==> src/rtl/sw_rate_timer.sv <==
`default_nettype none
// ============================================================================
// Module   : sw_rate_timer
// Brief    : Periodic tick generator; a synchronised switch picks the period.
// Revision : 1.0
// ============================================================================
module sw_rate_timer #(
    parameter int          DATA_WIDTH = 32,
    parameter int unsigned R0         = 3,
    parameter int unsigned R1         = 10,
    parameter int unsigned R2         = 100,
    parameter int unsigned R3         = 5000
) (
    input  logic                  i_clk,
    input  logic                  i_reset,
    input  logic                  i_enable,
    input  logic                  i_mode,
    input  logic                  i_start,
    input  logic [1:0]            i_sw,
    output logic                  o_tick,
    output logic [DATA_WIDTH-1:0] o_count,
    output logic                  o_busy,
    output logic [DATA_WIDTH-1:0] o_limit
);

    typedef enum logic [0:0] {
        S_IDLE = 1'b0,
        S_RUN  = 1'b1
    } state_t;

    localparam logic [DATA_WIDTH-1:0] c_ONE  = DATA_WIDTH'(1);
    localparam logic [DATA_WIDTH-1:0] c_LIM0 = DATA_WIDTH'(R0);
    localparam logic [DATA_WIDTH-1:0] c_LIM1 = DATA_WIDTH'(R1);
    localparam logic [DATA_WIDTH-1:0] c_LIM2 = DATA_WIDTH'(R2);
    localparam logic [DATA_WIDTH-1:0] c_LIM3 = DATA_WIDTH'(R3);

    // A zero limit would never terminate, so it behaves as a one-cycle period.
    function automatic logic [DATA_WIDTH-1:0] eff_limit(input logic [DATA_WIDTH-1:0] lim);
        return (lim == '0) ? c_ONE : lim;
    endfunction

    localparam logic [DATA_WIDTH-1:0] c_EFF0 = eff_limit(c_LIM0);

    state_t                  state_q, state_d;
    logic [1:0]              sw_meta_q;
    logic [1:0]              sw_sync_q;
    logic [DATA_WIDTH-1:0]   count_q, count_d;
    logic [DATA_WIDTH-1:0]   limit_q, limit_d;
    logic                    tick_q, tick_d;
    logic [DATA_WIDTH-1:0]   w_sel_limit;
    logic                    w_terminal;

    always_comb begin
        w_sel_limit = c_LIM0;
        case (sw_sync_q)
            2'b00:   w_sel_limit = c_LIM0;
            2'b01:   w_sel_limit = c_LIM1;
            2'b10:   w_sel_limit = c_LIM2;
            default: w_sel_limit = c_LIM3;
        endcase
    end

    assign w_terminal = (state_q == S_RUN) && i_enable && (count_q == (limit_q - c_ONE));

    always_comb begin
        state_d = state_q;
        count_d = count_q;
        limit_d = limit_q;
        tick_d  = 1'b0;
        case (state_q)
            S_IDLE: begin
                count_d = '0;
                limit_d = eff_limit(w_sel_limit);
                if (i_enable && (!i_mode || i_start)) begin
                    state_d = S_RUN;
                end
            end
            S_RUN: begin
                if (w_terminal) begin
                    count_d = '0;
                    tick_d  = 1'b1;
                    limit_d = eff_limit(w_sel_limit);
                    if (i_mode) begin
                        state_d = S_IDLE;
                    end
                end else if (i_enable) begin
                    count_d = count_q + c_ONE;
                end
            end
            default: begin
                state_d = S_IDLE;
                count_d = '0;
            end
        endcase
    end

    always_ff @(posedge i_clk) begin
        if (i_reset) begin
            state_q   <= S_IDLE;
            sw_meta_q <= 2'b00;
            sw_sync_q <= 2'b00;
            count_q   <= '0;
            limit_q   <= c_EFF0;
            tick_q    <= 1'b0;
        end else begin
            state_q   <= state_d;
            sw_meta_q <= i_sw;
            sw_sync_q <= sw_meta_q;
            count_q   <= count_d;
            limit_q   <= limit_d;
            tick_q    <= tick_d;
        end
    end

    assign o_tick  = tick_q;
    assign o_count = count_q;
    assign o_busy  = (state_q == S_RUN);
    assign o_limit = limit_q;

endmodule
`default_nettype wire

==> config.mk <==
export PLATFORM = sky130hd
export DESIGN_NAME = sw_rate_timer
export DESIGN_NICKNAME = d
export VERILOG_FILES = /design/src/rtl/sw_rate_timer.sv
export SDC_FILE = /design/constraint.sdc
export NUM_CORES = 1
export LEC_CHECK = 0
export CAP_MARGIN = 25
export CORE_MARGIN = 3
export CORE_UTILIZATION = 40
export DETAILED_ROUTE_END_ITERATION = 10
export MAX_ROUTING_LAYER = met4
export PLACE_DENSITY = 0.72
export REMOVE_ABC_BUFFERS = 1
export SYNTH_ARGS = -nofsm -noshare
export SYNTH_HDL_FRONTEND = slang
export SYNTH_SLANG_ARGS = --single-unit
export TNS_END_PERCENT = 20
==> constraint.sdc <==
create_clock -name i_clk -period 2.7 [get_ports i_clk]
set_input_delay 0.27 -clock i_clk [delete_from_list [all_inputs] [get_ports i_clk]]
set_output_delay 0.27 -clock i_clk [all_outputs]
set_load 0.05 [all_outputs]
Fig. 1: clock routing
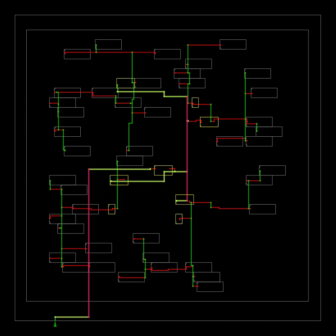
Seq cells: 43
Clk. pwr: 0.401 mW

==> results.toml <==
# flow metrics
[timing]
max_freq_mhz = 390.2
hold_ws_ns = 0.4395
hold_viol_final = 0
worst_clock_skew_ns = 0.008536
finalSetupViolCount = 0
post-route-period-util_pct = 94.92
min_period_ns = 2.563
drv_slew = 0
rsz0062_at_grt = "no"

[critical_path]
r2r-end = "o_count[31]"
r2r-start = "o_limit[0]"
cp-start-kind = "flop"

[clock_network]
cts_made_buffers = 5
cts-root-buf = "clkbuf_8"
clk_pin_slew_worst_paths_ns = 0.08
cts_setup_buffers = 0

[finish]
synthToLayoutAreaGrowth_pct = 27.37
fin_cells = 446
nNetsFinal = 382
n_fill_cell = 562

[hold_path]
holdPathStages = 1
hp-start = "sw_meta_q[0]"
hold_end = "sw_sync_q[0]"

[logic_synthesis]
ys_cells = 308
ys.flop_type = "dfxtp_1"
ys_types = 46
syn_inst = 308
ys_warn_count = 0
avgSynthCellArea_um2 = 8.267
ys_async_sr_fraction_pct = 0
ys_area_um2 = 2546

[floorplanning]
fp.coreArea_um2 = 6026
num_io_pins = 73

[detailed_routing]
drc_errors = 0
vias = 2396

[place]
placed_cells = 438
portBuffers = 50

[global_route]
grt_start_max_net_pins = 31
first_global_vias = 2278

[flow_run]
cap_violations = 0

[power]
p_leak_nw = 1.179

[outcome]
status = "complete, no violations"
Fig. 2: PDN straps and rails
The bar under the picture is 20 um long. Pins as bars on the die edge.
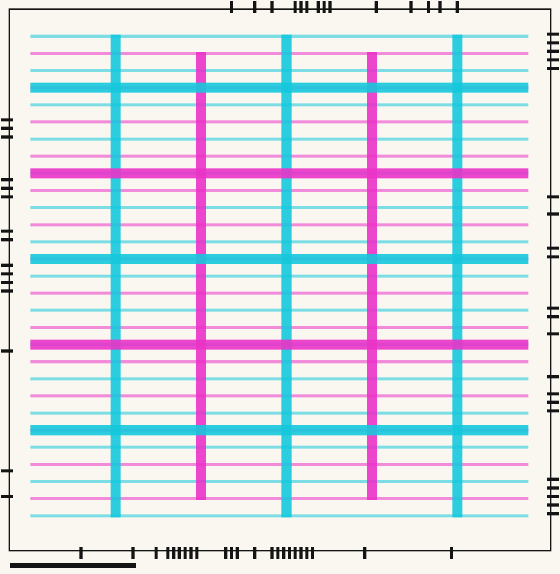
legend:
  VSS:
    colour: cyan
  VDD:
    colour: magenta
met5 straps: 5
signal pins: 73

[layout make-up]
| type | count | share of cell area [%] |
|---|---|---|
| Clock buffer | 5 | 2.122 |
| Clock inverter | 3 | 0.4630 |
| Inverter | 12 | 1.389 |
| Multi-Input combinational cell | 236 | 45.68 |
| Sequential cell | 43 | 26.54 |
| Tap cell | 75 | 2.894 |
| Timing Repair Buffer | 72 | 20.91 |
[worst max-delay path, stage by stage, from the launching register on]
cell	delay, ns
dfxtp_1	0.32
or4_1	0.61
or4_4	0.55
a222oi_1	0.34
buf_4	0.20
a31o_2	0.18
buf_12	0.18
a21oi_1	0.05
[stage by stage]
stage                     power [mW]  utilization, %  setup WS (ns)  instance area [um^2]
after detailed placement      0.8329           52.08        0.04366                  3138
after global placement        0.8322           52.08         0.1518                  3138
final                          1.222           53.82         0.1372                  3243
after global routing           1.269           53.82        0.02692                  3243
after floorplan               0.7868               -         -1.299                  2366
after CTS                      1.230           53.47        0.01006                  3222
[how the worst max path moves through the flow]
stage                          start          end  cells past startpoint
after floorplan           o_limit[9]  o_count[10]                      7
after global placement    o_limit[0]  o_count[29]                      7
after detailed placement  o_limit[3]  o_count[27]                     10
after CTS                 o_limit[3]  o_count[27]                     10
after global routing      o_limit[0]   o_count[6]                     10
final                     o_limit[0]  o_count[31]                      7
[state kept, by name, summed over array words and instances, names as in the netlist]
signal and count:
o_count 32, sw_sync_q 2, o_busy 1, sw_meta_q 2, o_limit 5, o_tick 1
[power breakdown]
group | internal, mW | leakage (nW) | switching (mW)
clock network | 0.177 | 0.0477 | 0.224
logic | 0.0461 | 0.783 | 0.127
registers | 0.641 | 0.348 | 0.00665
[cells by family after synthesis]
logic type	after synthesis	share of synthesized area, %
buffers and inverters	50	11.94
multiplexers	5	1.966
other	1	0.1473
XOR/XNOR	28	9.632
AND/OR/NAND/NOR	138	30.32
flip-flops	43	33.81
adder cells (fa/ha/maj)	5	2.457
AND-OR/OR-AND	38	9.731
[cell usage after synthesis (6+ instances only)]
cell type  count  area [um^2]
nand3_1        9        45.04
clkbuf_1       7        26.28
and3_1        10        62.56
xnor2_1       19        166.4
nand4_1       12        75.07
buf_4         31        232.7
xor2_1         9        78.83
nor3_1         7        35.03
a21oi_1       12        60.06
nand2_1       16        60.06
or3_1          8        50.05
nor4_1        10        62.56
nor2b_1        7        43.79
dfxtp_1       43        860.8
nand2b_1       6        37.54
inv_1         12        45.04
nor2_1        31        116.4
o21ai_0       10        50.05
[layer usage]
layer	GRT usage, %	up-vias	wire length [um]
met4	6.187	0	129
met1	24.66	1140	2903
met5	-	-	0
met3	2.978	12	364
li1	-	1175	-
met2	28.81	69	2916
[repair_timing]
item | CTS | global route
gates resized | 0 | 3
endpoints found under the setup margin | 0 | 37
hold buffers | 0 | 0
Power and IR drop assume default switching activity.
